[config.mk]
export PLATFORM = sky130hd
export DESIGN_NAME = instr_decode
export DESIGN_NICKNAME = d
export VERILOG_FILES = /design/src/rtl/instr_decode.sv
export SDC_FILE = /design/constraint.sdc
export NUM_CORES = 1
export LEC_CHECK = 0
export CORE_MARGIN = 3
export CORE_UTILIZATION = 51
export DETAILED_ROUTE_END_ITERATION = 6
export PLACE_DENSITY = 0.82
export SLEW_MARGIN = 20
export SYNTH_ARGS = -nofsm -noshare
export SYNTH_HDL_FRONTEND = slang
export SYNTH_SLANG_ARGS = --single-unit
[constraint.sdc]
create_clock -name clk -period 4.7 [get_ports clk]
set_input_delay 1.41 -clock clk [delete_from_list [all_inputs] [get_ports clk]]
set_output_delay 1.41 -clock clk [all_outputs]
set_load 0.02 [all_outputs]
[src/rtl/instr_decode.sv]
`default_nettype none
// ============================================================================
// Module   : instr_decode
// Function : Assembles 3/5-word instructions from a 16-bit stream; one-cycle issue.
// Revision : 1.0
// ============================================================================
module instr_decode #(
    parameter int WORD_W  = 16,
    parameter int CONST_W = 32
) (
    input  logic               clk,
    input  logic               rst,
    input  logic [WORD_W-1:0]  in_data,
    input  logic               in_valid,
    output logic               in_ready,
    input  logic               stall,
    output logic [2:0]         op,
    output logic               form,
    output logic [1:0]         vec,
    output logic [3:0]         A,
    output logic [3:0]         B,
    output logic [3:0]         C,
    output logic [3:0]         D,
    output logic [3:0]         Y1,
    output logic [3:0]         Y2,
    output logic [3:0]         zero_reg,
    output logic               const_a,
    output logic [CONST_W-1:0] constant,
    output logic [1:0]         write,
    output logic               issue,
    output logic               err
);

    localparam logic [2:0] S_W0    = 3'd0;
    localparam logic [2:0] S_W1    = 3'd1;
    localparam logic [2:0] S_W2    = 3'd2;
    localparam logic [2:0] S_KHI   = 3'd3;
    localparam logic [2:0] S_KLO   = 3'd4;
    localparam logic [2:0] S_ISSUE = 3'd5;

    logic [2:0]         r_state;
    logic               r_bad;
    logic               r_err;
    logic [2:0]         r_op;
    logic               r_form;
    logic [1:0]         r_vec;
    logic               r_const_a;
    logic [1:0]         r_write;
    logic [3:0]         r_zero_reg;
    logic [3:0]         r_a, r_b, r_c, r_d;
    logic [3:0]         r_y1, r_y2;
    logic [CONST_W-1:0] r_const;

    logic               w_xfer;
    logic               w_w2_bad;

    assign in_ready = (r_state != S_ISSUE);
    assign w_xfer   = in_valid & in_ready;
    assign w_w2_bad = |in_data[7:0];

    always_ff @(posedge clk or posedge rst) begin
        if (rst) begin
            r_state    <= S_W0;
            r_bad      <= 1'b0;
            r_err      <= 1'b0;
            r_op       <= '0;
            r_form     <= 1'b0;
            r_vec      <= '0;
            r_const_a  <= 1'b0;
            r_write    <= '0;
            r_zero_reg <= '0;
            r_a        <= '0;
            r_b        <= '0;
            r_c        <= '0;
            r_d        <= '0;
            r_y1       <= '0;
            r_y2       <= '0;
            r_const    <= '0;
        end else begin
            r_err <= 1'b0;
            case (r_state)
                S_W0: if (w_xfer) begin
                    r_op       <= in_data[15:13];
                    r_form     <= in_data[12];
                    r_vec      <= in_data[11:10];
                    r_const_a  <= in_data[9];
                    r_write    <= in_data[8:7];
                    r_zero_reg <= in_data[6:3];
                    r_bad      <= |in_data[2:0];
                    if (!in_data[9]) r_const <= '0;
                    r_state    <= S_W1;
                end
                S_W1: if (w_xfer) begin
                    r_a     <= in_data[15:12];
                    r_b     <= in_data[11:8];
                    r_c     <= in_data[7:4];
                    r_d     <= in_data[3:0];
                    r_state <= S_W2;
                end
                S_W2: if (w_xfer) begin
                    r_y1 <= in_data[15:12];
                    r_y2 <= in_data[11:8];
                    // A bad 3-word instruction is dropped here; 5-word ones carry the flag on.
                    if (r_const_a) begin
                        r_bad   <= r_bad | w_w2_bad;
                        r_state <= S_KHI;
                    end else if (r_bad | w_w2_bad) begin
                        r_err   <= 1'b1;
                        r_state <= S_W0;
                    end else begin
                        r_state <= S_ISSUE;
                    end
                end
                S_KHI: if (w_xfer) begin
                    r_const[31:16] <= in_data;
                    r_state        <= S_KLO;
                end
                S_KLO: if (w_xfer) begin
                    r_const[15:0] <= in_data;
                    if (r_bad) begin
                        r_err   <= 1'b1;
                        r_state <= S_W0;
                    end else begin
                        r_state <= S_ISSUE;
                    end
                end
                S_ISSUE: if (!stall) r_state <= S_W0;
                default: r_state <= S_W0;
            endcase
        end
    end

    assign issue    = (r_state == S_ISSUE) & ~stall;
    assign write    = issue ? r_write : 2'b00;
    assign err      = r_err;
    assign op       = r_op;
    assign form     = r_form;
    assign vec      = r_vec;
    assign const_a  = r_const_a;
    assign zero_reg = r_zero_reg;
    assign A        = r_a;
    assign B        = r_b;
    assign C        = r_c;
    assign D        = r_d;
    assign Y1       = r_y1;
    assign Y2       = r_y2;
    assign constant = r_const;

endmodule
`default_nettype wire

**Run 1: sequential cells colored by netlist name**

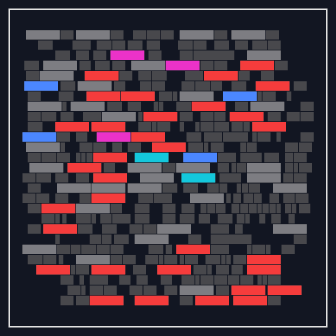
red -> `constant`  # flops 32, where widely spread
magenta -> `op`  # flops 3
blue -> `B`  # flops 4
cyan -> `r_write`  # flops 2
not colored = 33

**Run 1: clock wiring as the flow saved it**

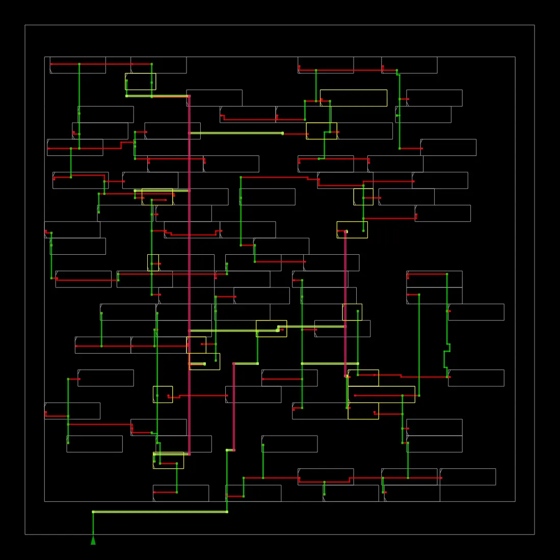
Inserted Clock Buffers: 9
Final Skew: 0.0103 ns
clock network power: 0.000557 W
Flop Count: 74
worst skew pair latency: 0.35 ns

==> metrics.cfg, run 1 <==
[cts]
postCtsResizedCells=0
path_clk_slew_ns=0.08
htreeDepth=3
root_buffer=clkbuf_8
cts_num_sinks=74
holdBufCountCts=0
cts_tree=built

[timing]
fin_ws_ns=0.567
final-hold-violation-count=0
period_minus_slack_ns=4.13
rsz0062_at_grt=no
worst_pin_slew_ns=0.945
tns_ns=0
setup-violations-final=0
timing.fmax_mhz=242

[routing]
route.met3.wl_um=414
drt_iter0_drc=96
drt_first_pass_iters=4
ant_nets=0
drt-met1-wl_mm=3.15
vias=2186
wire_per_inst_um=18.5
via_per_inst=5.37
drc=0
dr.max_layer_used=met4

[hold_path]
hold_class=reg2reg
worstHoldStart=constant[11]

[cells_and_area]
final_cells=407
regArea_mm2=0.00185
drive_above_1_share_pct=19.1
nFillCells=397
nNonClkInverters=19
logic_area_mm2=0.00111
dominant_cells=registers
final_util_pct=75.1
num-nonclk-buffers=95
fin_nets=350
final_cell_mix=clkdlybuf4s50_1, dfrtp_1, mux2_2
comb_share_pct=25.9
final-nonclk-buf-share_pct=21.9

[place]
dp_slack_ns=0.543
place_area_mm2=0.00406
gp_congestion=0.800
dp_hpwl_mm=5.11
portBuffers=91

[yosys]
ys_sh_mux_pct=18.5
synth.cell_area_mm2=0.00311
yosys-top-cells-area=dfrtp_1, mux2_2, mux2i_1
ys_types=36
numSynthFlops=74
simple_gate_area_share_pct=9.04
xor_area_share_pct=0
async_reset_ff_share_pct=100
adder_share_pct=0
compound_area_share_pct=7.83
topCombFamilyByArea=multiplexers
syn_area_per_cell_um2=13.1
yosys.stat.seqShare_pct=59.5
yosys_cells=237
top_cell_area_share_pct=59.5
ys_warn_count=0
most_common_cell=dfrtp_1
netlist_instances=237

[critical_path]
r2r-start=r_state[2]
crit_chain=clkdlybuf4s50_1 -> nor2_1 -> and2_1 -> clkdlybuf4s50_1
critPathMaxStageDelay_ns=0.59
critPathTopFamily=buffers and inverters
critPathRequiredTime_ns=3.29
crit_path_start=stall
start_kind=input port
crit_top_cell=clkdlybuf4s50_1
arrival_ns=2.72
path_buffers=2
end_kind=primary output
worstSetupPathType=in2out

[flow_run]
log.warning_count=26

[floorplan]
nWellTaps=72
fp_util_pct=54.5
core_area_mm2=0.00571
die_h_um=84.1
placementRows=27

[run_status]
status=finished, final reports clean

[power]
p_total_w=0.00323
powerDensity_mw_per_mm2=753

[global_route]
grt_max_degree=48
busiest_layer=met2
grt_use_met3_pct=5.59
use_met1_pct=28.9

**Run 1: power grid**

Pins as bars on the die edge.
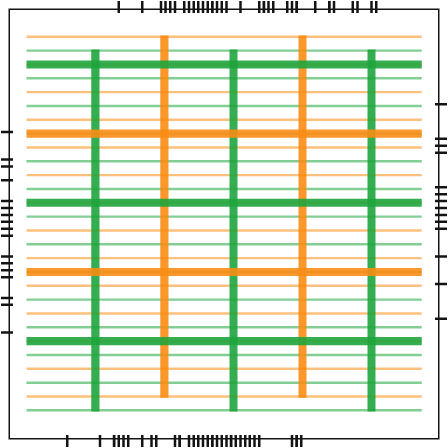
green -> VSS
orange -> VDD
met5 straps = 5
signal pins = 92
rows = 27

## run 1: where the power goes
| part | leakage (nW) | switching [W] | internal, W | total, W |
|---|---|---|---|---|
| combinational | 0.750 | 0.000740 | 0.000791 | 0.00153 |
| sequential | 0.936 | 0.000206 | 0.000934 | 0.00114 |
| clock | 0.114 | 0.000254 | 0.000303 | 0.000557 |
| total | 1.80 | 0.00120 | 0.00203 | 0.00323 |
## run 1: final timing paths
kind | to | slack, ns | cells past startpoint
max | write[0] | 0.57 | 4
min | constant[11] | 0.51 | 1
max reg2reg | D[0] | 2.52 | 3
min reg2reg | constant[11] | 0.51 | 1
max in group asynchronous | zero_reg[2] | 2.73 | 3
min in group asynchronous | D[2] | 1.23 | 2
==> run 1 -> run 2 <==
--- a/config.mk
+++ b/config.mk
@@ -7,6 +7,7 @@
 export LEC_CHECK = 0
 export CORE_MARGIN = 3
 export CORE_UTILIZATION = 51
+export CTS_CLUSTER_DIAMETER = 40
 export DETAILED_ROUTE_END_ITERATION = 6
 export PLACE_DENSITY = 0.82
 export SLEW_MARGIN = 20
**Run 2: power grid**

Pins as bars on the die edge.
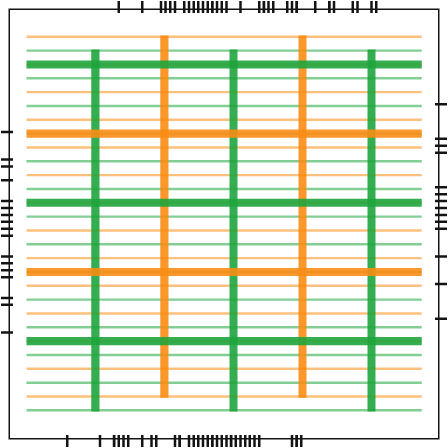
orange -> VDD
green -> VSS
met1 rails = 28
met4 straps = 5
rows = 27
signal pins = 92

**Run 2: close-up of the layout**

Window x 0 to 50, y 34 to 84 µm. Cells in gray, sequential cells in the stronger gray; small squares are vias.
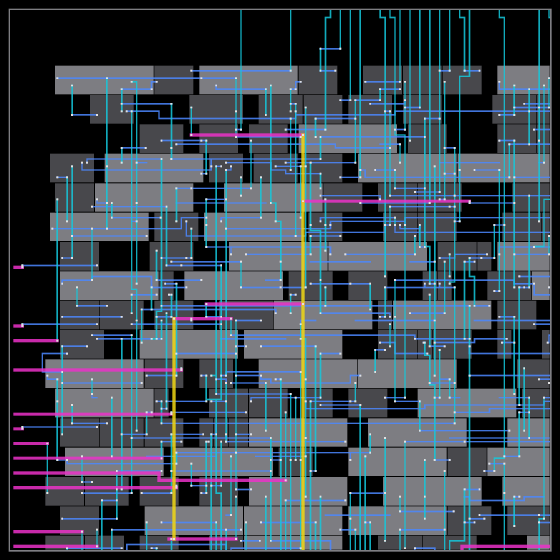
magenta -> M3
yellow -> M4
blue -> M1
cyan -> M2
sequential cells in the window = 37
netlist names of flops here include = `constant` (12), `A` (4), `Y1` (4)
cells with their middle in the window = 120
most frequent = dfrtp_1 (37), clkdlybuf4s50_1 (33), mux2_2 (21)

==> metrics.cfg, run 2 <==
[run_status]
status=finished, final reports clean

[power]
power.share.combinational_pct=47.4  ; about the same
seq_power_share_pct=35.3  ; about the same
p_seq_w=0.00114  ; about the same
p_sw_w=0.00120  ; unchanged
powerDensity_mw_per_mm2=753  ; unchanged
p_total_w=0.00323  ; unchanged
power.internal_w=0.00203  ; unchanged
powerClk_w=0.000557  ; about the same

[timing]
tns_ns=0  ; unchanged
period_minus_slack_ns=4.13  ; unchanged
setup-violations-final=0  ; unchanged
worst_pin_slew_ns=0.945  ; unchanged
rsz0062_at_grt=no
final-hold-violation-count=0  ; unchanged

[critical_path]
r2r_end=D[0]
critPathTopFamily=buffers and inverters
end_kind=primary output
endpoint=write[0]
critPathMaxStageDelay_ns=0.59  ; about the same
critPathRequiredTime_ns=3.29  ; about the same
crit_cells=4  ; unchanged
r2r-start=r_state[2]
start_kind=input port
crit_chain=clkdlybuf4s50_1 -> nor2_1 -> and2_1 -> clkdlybuf4s50_1
reg2reg_depth=3  ; unchanged
r2r_slack_ns=2.52  ; about the same

[cts]
postCtsResizedCells=0  ; unchanged
path_clk_slew_ns=0.08  ; about the same
holdBufCountCts=0  ; unchanged
htreeDepth=3  ; unchanged
cts_num_sinks=74  ; unchanged
clk_latency_ns=0.35  ; about the same
cts_buffers=9  ; unchanged
cts_tree=built
root_buffer=clkbuf_8

[place]
dp_hpwl_mm=5.11  ; unchanged
gp_congestion=0.800  ; unchanged
place_area_mm2=0.00406  ; unchanged
portBuffers=91  ; unchanged

[yosys]
yosys.stat.seqShare_pct=59.5  ; unchanged
top_cell_area_share_pct=59.5  ; unchanged
yosys-top-cells-area=dfrtp_1, mux2_2, mux2i_1
netlist_instances=237  ; unchanged
compound_area_share_pct=7.83  ; unchanged
ys_warn_count=0  ; unchanged
numSynthFlops=74  ; unchanged
async_reset_ff_share_pct=100  ; unchanged
ys_types=36  ; unchanged
syn_area_per_cell_um2=13.1  ; unchanged
yosys_cells=237  ; unchanged
adder_share_pct=0  ; unchanged

[floorplan]
nWellTaps=72  ; unchanged
placementRows=27  ; unchanged
die_h_um=84.1  ; unchanged

[cells_and_area]
dominant_cells=registers
drive_above_1_share_pct=19.1  ; unchanged
flops=74  ; unchanged
final_cell_mix=clkdlybuf4s50_1, dfrtp_1, mux2_2
num-nonclk-buffers=95  ; unchanged
regArea_mm2=0.00185  ; unchanged
fin_nets=350  ; unchanged
nNonClkInverters=19  ; unchanged

[routing]
route.met3.wl_um=414  ; unchanged
drt-met1-wl_mm=3.15  ; unchanged
wire_per_inst_um=18.5  ; unchanged
via_per_inst=5.37  ; unchanged
drt_first_pass_iters=4  ; unchanged
vias=2186  ; unchanged
drc=0  ; unchanged

[hold_path]
min_to=constant[11]
worstHoldPathCells=1  ; unchanged
hold_class=reg2reg

[global_route]
grt_max_degree=48  ; unchanged
busiest_layer=met2
use_met1_pct=28.9  ; unchanged

[flow_run]
log.warning_count=26  ; unchanged

## run 2: cell counts after synthesis
Identical to the previous run, type by type.
## run 2: cells by family after synthesis
logic type,count (synthesis)
muxes,53
AOI/OAI and AO/OA,30
and+or+nand+nor,48
buffers and inverters,32
DFF,74
## run 2: worst reg2reg max path: cells and delay by family (launching register included)
kind          cells  cell delay (ns)
flops             1             0.57
mux               1             0.43
simple gates      2             1.08
## run 2: per-stage QoR
step / setup slack [ns] / util, %
after CTS: 0.542 / 75.1
final: 0.567 / 75.1
after global placement: 0.592 / 71.2
after detailed placement: 0.543 / 71.2
after global routing: 0.413 / 75.1
after floorplan: 1.24 / -
==> run 2 -> run 3 <==
--- a/config.mk
+++ b/config.mk
@@ -8,6 +8,7 @@
 export CORE_MARGIN = 3
 export CORE_UTILIZATION = 51
 export CTS_CLUSTER_DIAMETER = 40
+export CTS_CLUSTER_SIZE = 30
 export DETAILED_ROUTE_END_ITERATION = 6
 export PLACE_DENSITY = 0.82
 export SLEW_MARGIN = 20
**Run 3: clock wiring as the flow saved it**

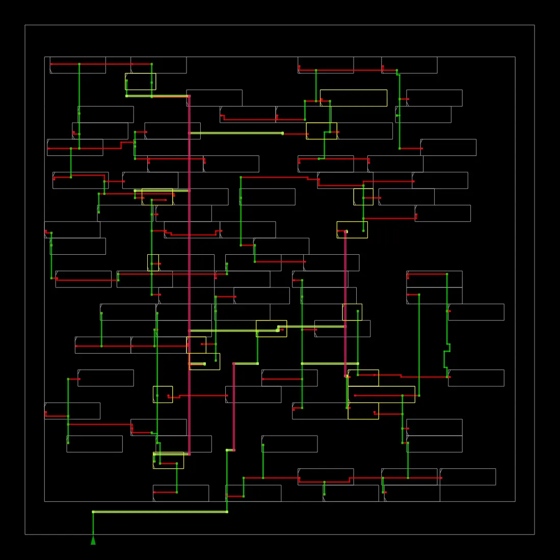
clk sinks: 74
CLK BUF: 9

==> metrics.cfg, run 3 <==
[critical_path]
crit_chain=clkdlybuf4s50_1 -> nor2_1 -> and2_1 -> clkdlybuf4s50_1
r2r-start=r_state[2]
start_kind=input port
r2r_slack_ns=2.52  ; about the same
reg2reg_depth=3  ; unchanged
critPathMaxStageDelay_ns=0.59  ; about the same

[cts]
htreeDepth=3  ; unchanged
postCtsResizedCells=0  ; unchanged
clk_latency_ns=0.35  ; about the same
holdBufCountCts=0  ; unchanged
cts_buffers=9  ; unchanged

[yosys]
yosys.stat.seqShare_pct=59.5  ; unchanged
ys_types=36  ; unchanged
syn_area_per_cell_um2=13.1  ; unchanged
netlist_instances=237  ; unchanged
ys_warn_count=0  ; unchanged
yosys_cells=237  ; unchanged
adder_share_pct=0  ; unchanged
yosys-top-cells-area=dfrtp_1, mux2_2, mux2i_1
top_cell_area_share_pct=59.5  ; unchanged
numSynthFlops=74  ; unchanged
async_reset_ff_share_pct=100  ; unchanged

[routing]
drt_first_pass_iters=4  ; unchanged
drc=0  ; unchanged
wire_per_inst_um=18.5  ; unchanged
via_per_inst=5.37  ; unchanged
drt-met1-wl_mm=3.15  ; unchanged
vias=2186  ; unchanged
route.met3.wl_um=414  ; unchanged

[cells_and_area]
drive_above_1_share_pct=19.1  ; unchanged

[power]
powerDensity_mw_per_mm2=753  ; unchanged
p_total_w=0.00323  ; unchanged
p_seq_w=0.00114  ; about the same

[global_route]
busiest_layer=met2
use_met1_pct=28.9  ; unchanged
grt_max_degree=48  ; unchanged

[timing]
worst_pin_slew_ns=0.945  ; unchanged
fin_ws_ns=0.567  ; unchanged
tns_ns=0  ; unchanged
period_minus_slack_ns=4.13  ; unchanged
rsz0062_at_grt=no

[floorplan]
placementRows=27  ; unchanged

[hold_path]
min_to=constant[11]

[place]
place_area_mm2=0.00406  ; unchanged

[flow_run]
log.warning_count=26  ; unchanged

[run_status]
status=finished, final reports clean

**Run 3: power grid**

Pins as bars on the die edge.
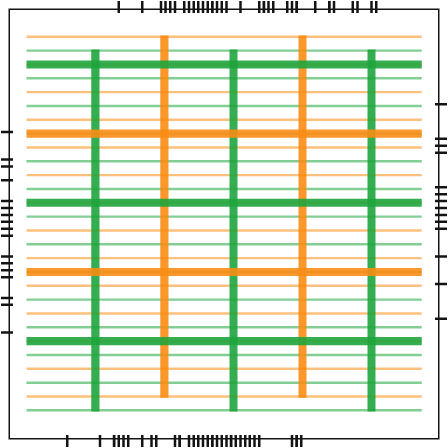
green -> VSS
orange -> VDD
met4 straps = 5
rows = 27
met5 straps = 5
Max VDD drop: 0.000397 V
Die Ht: 84.1 µm
chip width: 84.1 µm
core box area: 0.00571 mm²

==> run 3: area by class of cell <==
type                            count  area, µm²
Sequential cell                    74       1850
Clock buffer                        9        124
Multi-Input combinational cell    131       1110
Clock inverter                      7        100
Tap cell                           72       90.1
Timing Repair Buffer               95        941
Fill cell                         397       1420
Inverter                           19       71.3
==> run 3: how the worst max path moves through the flow <==
stage / from / endpoint / slack [ns] / depth (start not counted)
after floorplan: stall / write[0] / 1.24 / 2
after global placement: stall / write[1] / 0.59 / 4
after detailed placement: stall / write[0] / 0.54 / 4
after CTS: stall / write[0] / 0.54 / 4
after global routing: stall / write[0] / 0.41 / 4
final: stall / write[0] / 0.57 / 4
Power figures rest on the tool's default switching activity, not on a simulated workload.
